==> config.mk <==
export PLATFORM = sky130hd
export DESIGN_NAME = imem_loader
export DESIGN_NICKNAME = d
export VERILOG_FILES = /design/src/rtl/imem_loader_pkg.sv /design/src/rtl/imem_loader_byte_word_packer.sv /design/src/rtl/imem_loader.sv
export SDC_FILE = /design/constraint.sdc
export NUM_CORES = 1
export LEC_CHECK = 0
export CAP_MARGIN = 0
export CORE_ASPECT_RATIO = 1.75
export CORE_MARGIN = 3
export CORE_UTILIZATION = 49
export DETAILED_ROUTE_END_ITERATION = 8
export PLACE_DENSITY = 0.72
export SYNTH_ARGS = -nofsm -noshare
export SYNTH_HDL_FRONTEND = slang
export SYNTH_SLANG_ARGS = --single-unit
==> constraint.sdc <==
create_clock -name clk -period 2.45 [get_ports clk]
set_input_delay 0.3675 -clock clk [delete_from_list [all_inputs] [get_ports clk]]
set_output_delay 0.3675 -clock clk [all_outputs]
set_load 0.1 [all_outputs]
==> src/rtl/imem_loader_pkg.sv <==
// Shared types and constants for the byte-stream instruction memory loader.
package imem_loader_pkg;

  localparam int MAX_WORDS_DEFAULT = 4000;
  localparam int BYTES_PER_WORD    = 4;

  typedef enum logic [2:0] {
    IDLE,
    LEN_HI,
    LEN_LO,
    DATA,
    CSUM,
    DONE,
    ERROR
  } state_e;

  // Only the framing states take bytes from the host.
  function automatic logic accepts_bytes(state_e s);
    return s inside {LEN_HI, LEN_LO, DATA, CSUM};
  endfunction

endpackage

==> src/rtl/imem_loader_byte_word_packer.sv <==
// Packs big-endian stream bytes into 32-bit words and pulses word_complete_o
// for one cycle after the fourth byte of each word is accepted.
module byte_word_packer
  import imem_loader_pkg::*;
(
  input  logic        clk,
  input  logic        rst,
  input  logic        clear_i,
  input  logic        accept_i,
  input  logic [7:0]  byte_i,
  output logic        last_byte_o,
  output logic [31:0] word_o,
  output logic        word_complete_o
);

  localparam int CNT_W = $clog2(BYTES_PER_WORD);

  logic [CNT_W-1:0] cnt_q;
  logic [31:0]      shift_q;
  logic             complete_q;

  assign last_byte_o     = accept_i && (cnt_q == CNT_W'(BYTES_PER_WORD - 1));
  assign word_o          = shift_q;
  assign word_complete_o = complete_q;

  // NOTE: non-blocking assignments so every register samples pre-edge values.
  always_ff @(posedge clk or posedge rst) begin
    if (rst) begin
      cnt_q      <= '0;
      shift_q    <= '0;
      complete_q <= 1'b0;
    end else begin
      complete_q <= last_byte_o;
      if (clear_i) begin
        cnt_q   <= '0;
        shift_q <= '0;
      end else if (accept_i) begin
        cnt_q   <= cnt_q + 1'b1;
        shift_q <= {shift_q[23:0], byte_i};
      end
    end
  end

endmodule

==> src/rtl/imem_loader.sv <==
// Loads a framed byte stream (length, big-endian words, XOR checksum) into
// instruction memory, holding the CPU until the load completes cleanly.
module imem_loader
  import imem_loader_pkg::*;
#(
  parameter int ADDR_W    = 12,
  parameter int MAX_WORDS = MAX_WORDS_DEFAULT
) (
  input  logic              clk,
  input  logic              rst,
  input  logic              start,
  input  logic              byte_valid,
  input  logic [7:0]        byte_data,
  output logic              byte_ready,
  output logic              wr_en,
  output logic [ADDR_W-1:0] wr_addr,
  output logic [31:0]       wr_data,
  output logic              cpu_hold,
  output logic              load_done,
  output logic              load_err
);

  state_e            state_q;
  logic [15:0]       count_q;
  logic [ADDR_W-1:0] addr_q;
  logic [7:0]        csum_q;
  logic              hold_q;
  logic              done_q;
  logic              err_q;

  logic        xfer;
  logic        start_go;
  logic        data_xfer;
  logic        last_byte;
  logic        last_word;
  logic        word_complete;
  logic [15:0] count_full;
  logic [31:0] packed_word;

  assign byte_ready = accepts_bytes(state_q);
  assign xfer       = byte_valid && byte_ready;
  assign start_go   = start && (state_q inside {IDLE, DONE, ERROR});
  assign data_xfer  = xfer && (state_q == DATA);
  assign count_full = {count_q[15:8], byte_data};
  // addr_q still indexes the word being assembled: its predecessor's write
  // retired at least three cycles before this word's last byte can arrive.
  assign last_word  = (32'(addr_q) == 32'(count_q) - 32'd1);

  byte_word_packer u_packer (
    .clk             (clk),
    .rst             (rst),
    .clear_i         (start_go),
    .accept_i        (data_xfer),
    .byte_i          (byte_data),
    .last_byte_o     (last_byte),
    .word_o          (packed_word),
    .word_complete_o (word_complete)
  );

  assign wr_en     = word_complete;
  assign wr_addr   = addr_q;
  assign wr_data   = packed_word;
  assign cpu_hold  = hold_q;
  assign load_done = done_q;
  assign load_err  = err_q;

  always_ff @(posedge clk or posedge rst) begin
    if (rst) begin
      state_q <= IDLE;
      count_q <= '0;
      addr_q  <= '0;
      csum_q  <= '0;
      hold_q  <= 1'b0;
      done_q  <= 1'b0;
      err_q   <= 1'b0;
    end else begin
      if (word_complete) addr_q <= addr_q + 1'b1;
      case (state_q)
        IDLE, DONE, ERROR: begin
          if (start) begin
            state_q <= LEN_HI;
            hold_q  <= 1'b1;
            done_q  <= 1'b0;
            err_q   <= 1'b0;
            csum_q  <= '0;
            addr_q  <= '0;
          end
        end
        LEN_HI: begin
          if (xfer) begin
            count_q[15:8] <= byte_data;
            state_q       <= LEN_LO;
          end
        end
        LEN_LO: begin
          if (xfer) begin
            count_q[7:0] <= byte_data;
            if ({16'd0, count_full} > 32'(MAX_WORDS)) begin
              state_q <= ERROR;
              err_q   <= 1'b1;
            end else if (count_full == 16'd0) begin
              state_q <= CSUM;
            end else begin
              state_q <= DATA;
            end
          end
        end
        DATA: begin
          if (xfer) begin
            csum_q <= csum_q ^ byte_data;
            if (last_byte && last_word) state_q <= CSUM;
          end
        end
        CSUM: begin
          if (xfer) begin
            if (byte_data == csum_q) begin
              state_q <= DONE;
              done_q  <= 1'b1;
              hold_q  <= 1'b0;
            end else begin
              state_q <= ERROR;
              err_q   <= 1'b1;
            end
          end
        end
        default: state_q <= IDLE;
      endcase
    end
  end

endmodule

==> results.txt <==
impl run done, here's what came out: status=complete, no violations, Clock-cell share=approximately 6%, I/O pins=61, CP endpoint kind=flop, Final Max Slew Viols=0, Layout area overhead=25.8%, n_taps=90, peak fanout along the critical path=9, CTS tree=done, Post-Synth AOI/OAI Area=14.3%, Seq/Total Area, Yosys=about 48%, reg-to-reg setup timing slack=0.24 ns, CTS clk-pin slew, worst paths=around 0.060 ns, EDFF count, synth=0, Nets at Floorplan=456, startpoint types=flop, Syn Std Cell Area=around 4000 sq um, WP data required=2.66 ns, Max Freq=453 MHz, Top logic family=simple AND/OR/NAND/NOR gates, gr busiest metal=met2, metal2 WL=between 5000 and 6000 um, fin area=5040 sq um, pwr dens=1510 nW/um^2, area reported by Yosys stat=4010 sq um, layout cells sized above 1=22.3%, Setup Crit Path Kind=flop to flop, vias in the first global route=around 3,600, Crit path max-delay family=simple AND/OR/NAND/NOR gates, largest net degree at the start of global routing=between 40 and 50, Comb area share=39.2%, nonclk buf count=between 80 and 90, main flop type=dfrtp_1, Biggest Area Class=multi-input combinational cells, initial antenna violation count=0, Crit path depth=6, post-route insts no fill=606, PortBufs=60, drt wl/cell=approximately 16 um, Met1 Routed Length=3730 um, depth of the most critical reg-to-reg path=6, FFs & Latches=approximately 77, core area=7960 sq um, H-tree levels=3, Signal inverters=10, area fraction in mux cells=4.37%, Synth top area share=48.1%, Clock group=0.00135 W, pre-CTS setup slack=roughly 0.10 ns, CTS root buf=clkbuf_16, Sequential Power=about 0.0022 W, Sequential Power Share=approximately 29%, Pre-Place Util=50.3%, multi-input gates=329, tool warning count=26, top logic cells by instance count in the layout=nand2_1 (81), dfrtp_1 (77), buf_4 (71), nor2_1 (42), a21oi_1 (38), clk latency late pin=0.33 ns, Cell Int Power=0.00375 W, Worst Setup SP=count_q[0], critical path arrival=2.41 ns, PnR Total Power=0.00760 W, r2r startpoint=count_q[0], highest metal used=met4, top post-synthesis cells by count=nand2_1 (81), dfrtp_1 (77), nor2_1 (43), Yosys Instances=441, first-pass GRT wire length=16,900 um, synthesis warning total=0, grt total ovfl=0, Die H=126 um, Seq/total area=38.2%, max FFs per register=32, Crit-path slowest cell=or4_4, clkbuf count=10, ys async rst share=100%, Worst VDD drop=roughly 0.58 mV, top cells, area=dfrtp_1 (48%), nand2_1 (7.6%), a21oi_1 (4.7%), xor2_1 (4.4%), xnor2_1 (4.2%), Comb. pwr=0.00404 W, Top cell excl fill/tap=nand2_1, worst hold path type=input pin to async pin, grt met2 use=40.0%, NumNets Final=526, Comb area=1980 sq um, Simple-Gate Area Share=20.3%, headroom to the max-slew limit=66.3%, Fin Setup TNS=0 ns, Gate power share=53.2%, grt met3 use=3.51%, antenna-violating nets left=0, 1st-pass router iterations=5
### Zoomed window

Region (43, 82) to (68, 107) um. Cells in gray, sequential cells in the stronger gray; small squares are vias.
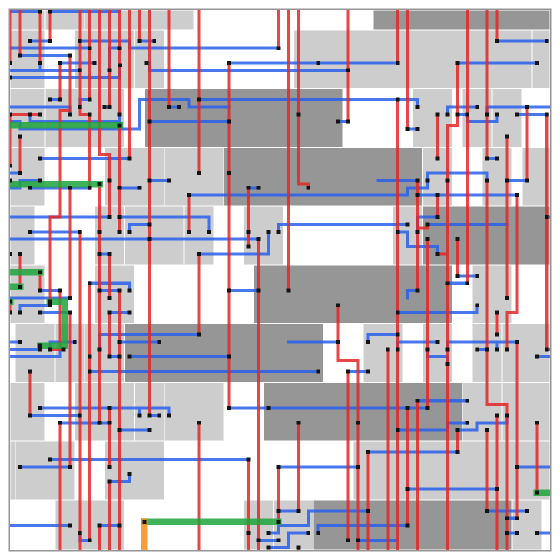
| color | layer |
|---|---|
| green | met3 |
| red | met2 |
| orange | met4 |
| blue | met1 |
sequential cells in the window: 7
cells with their middle in the window: 50
most frequent: nand2_1 (11), buf_4 (9), dfrtp_1 (7)
netlist names of flops here include: u_packer.word_o (4)

### The metal 1 layer

Scale: 3 px per um.
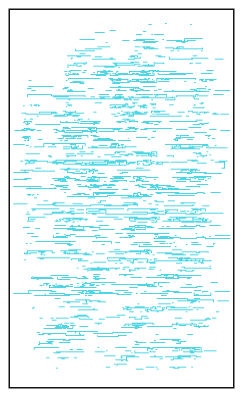
longest straight run: 18.9 um
main direction: horizontal
wire length on this layer: 3,730 um
nets with wire on the layer: 463
share of all routed wire: 37%
via count of the routed design: 3,535
WL final: 9980 um
met1 GRT Util: 27.1%

No activity file was given, so power comes from the tool's default toggle rates.
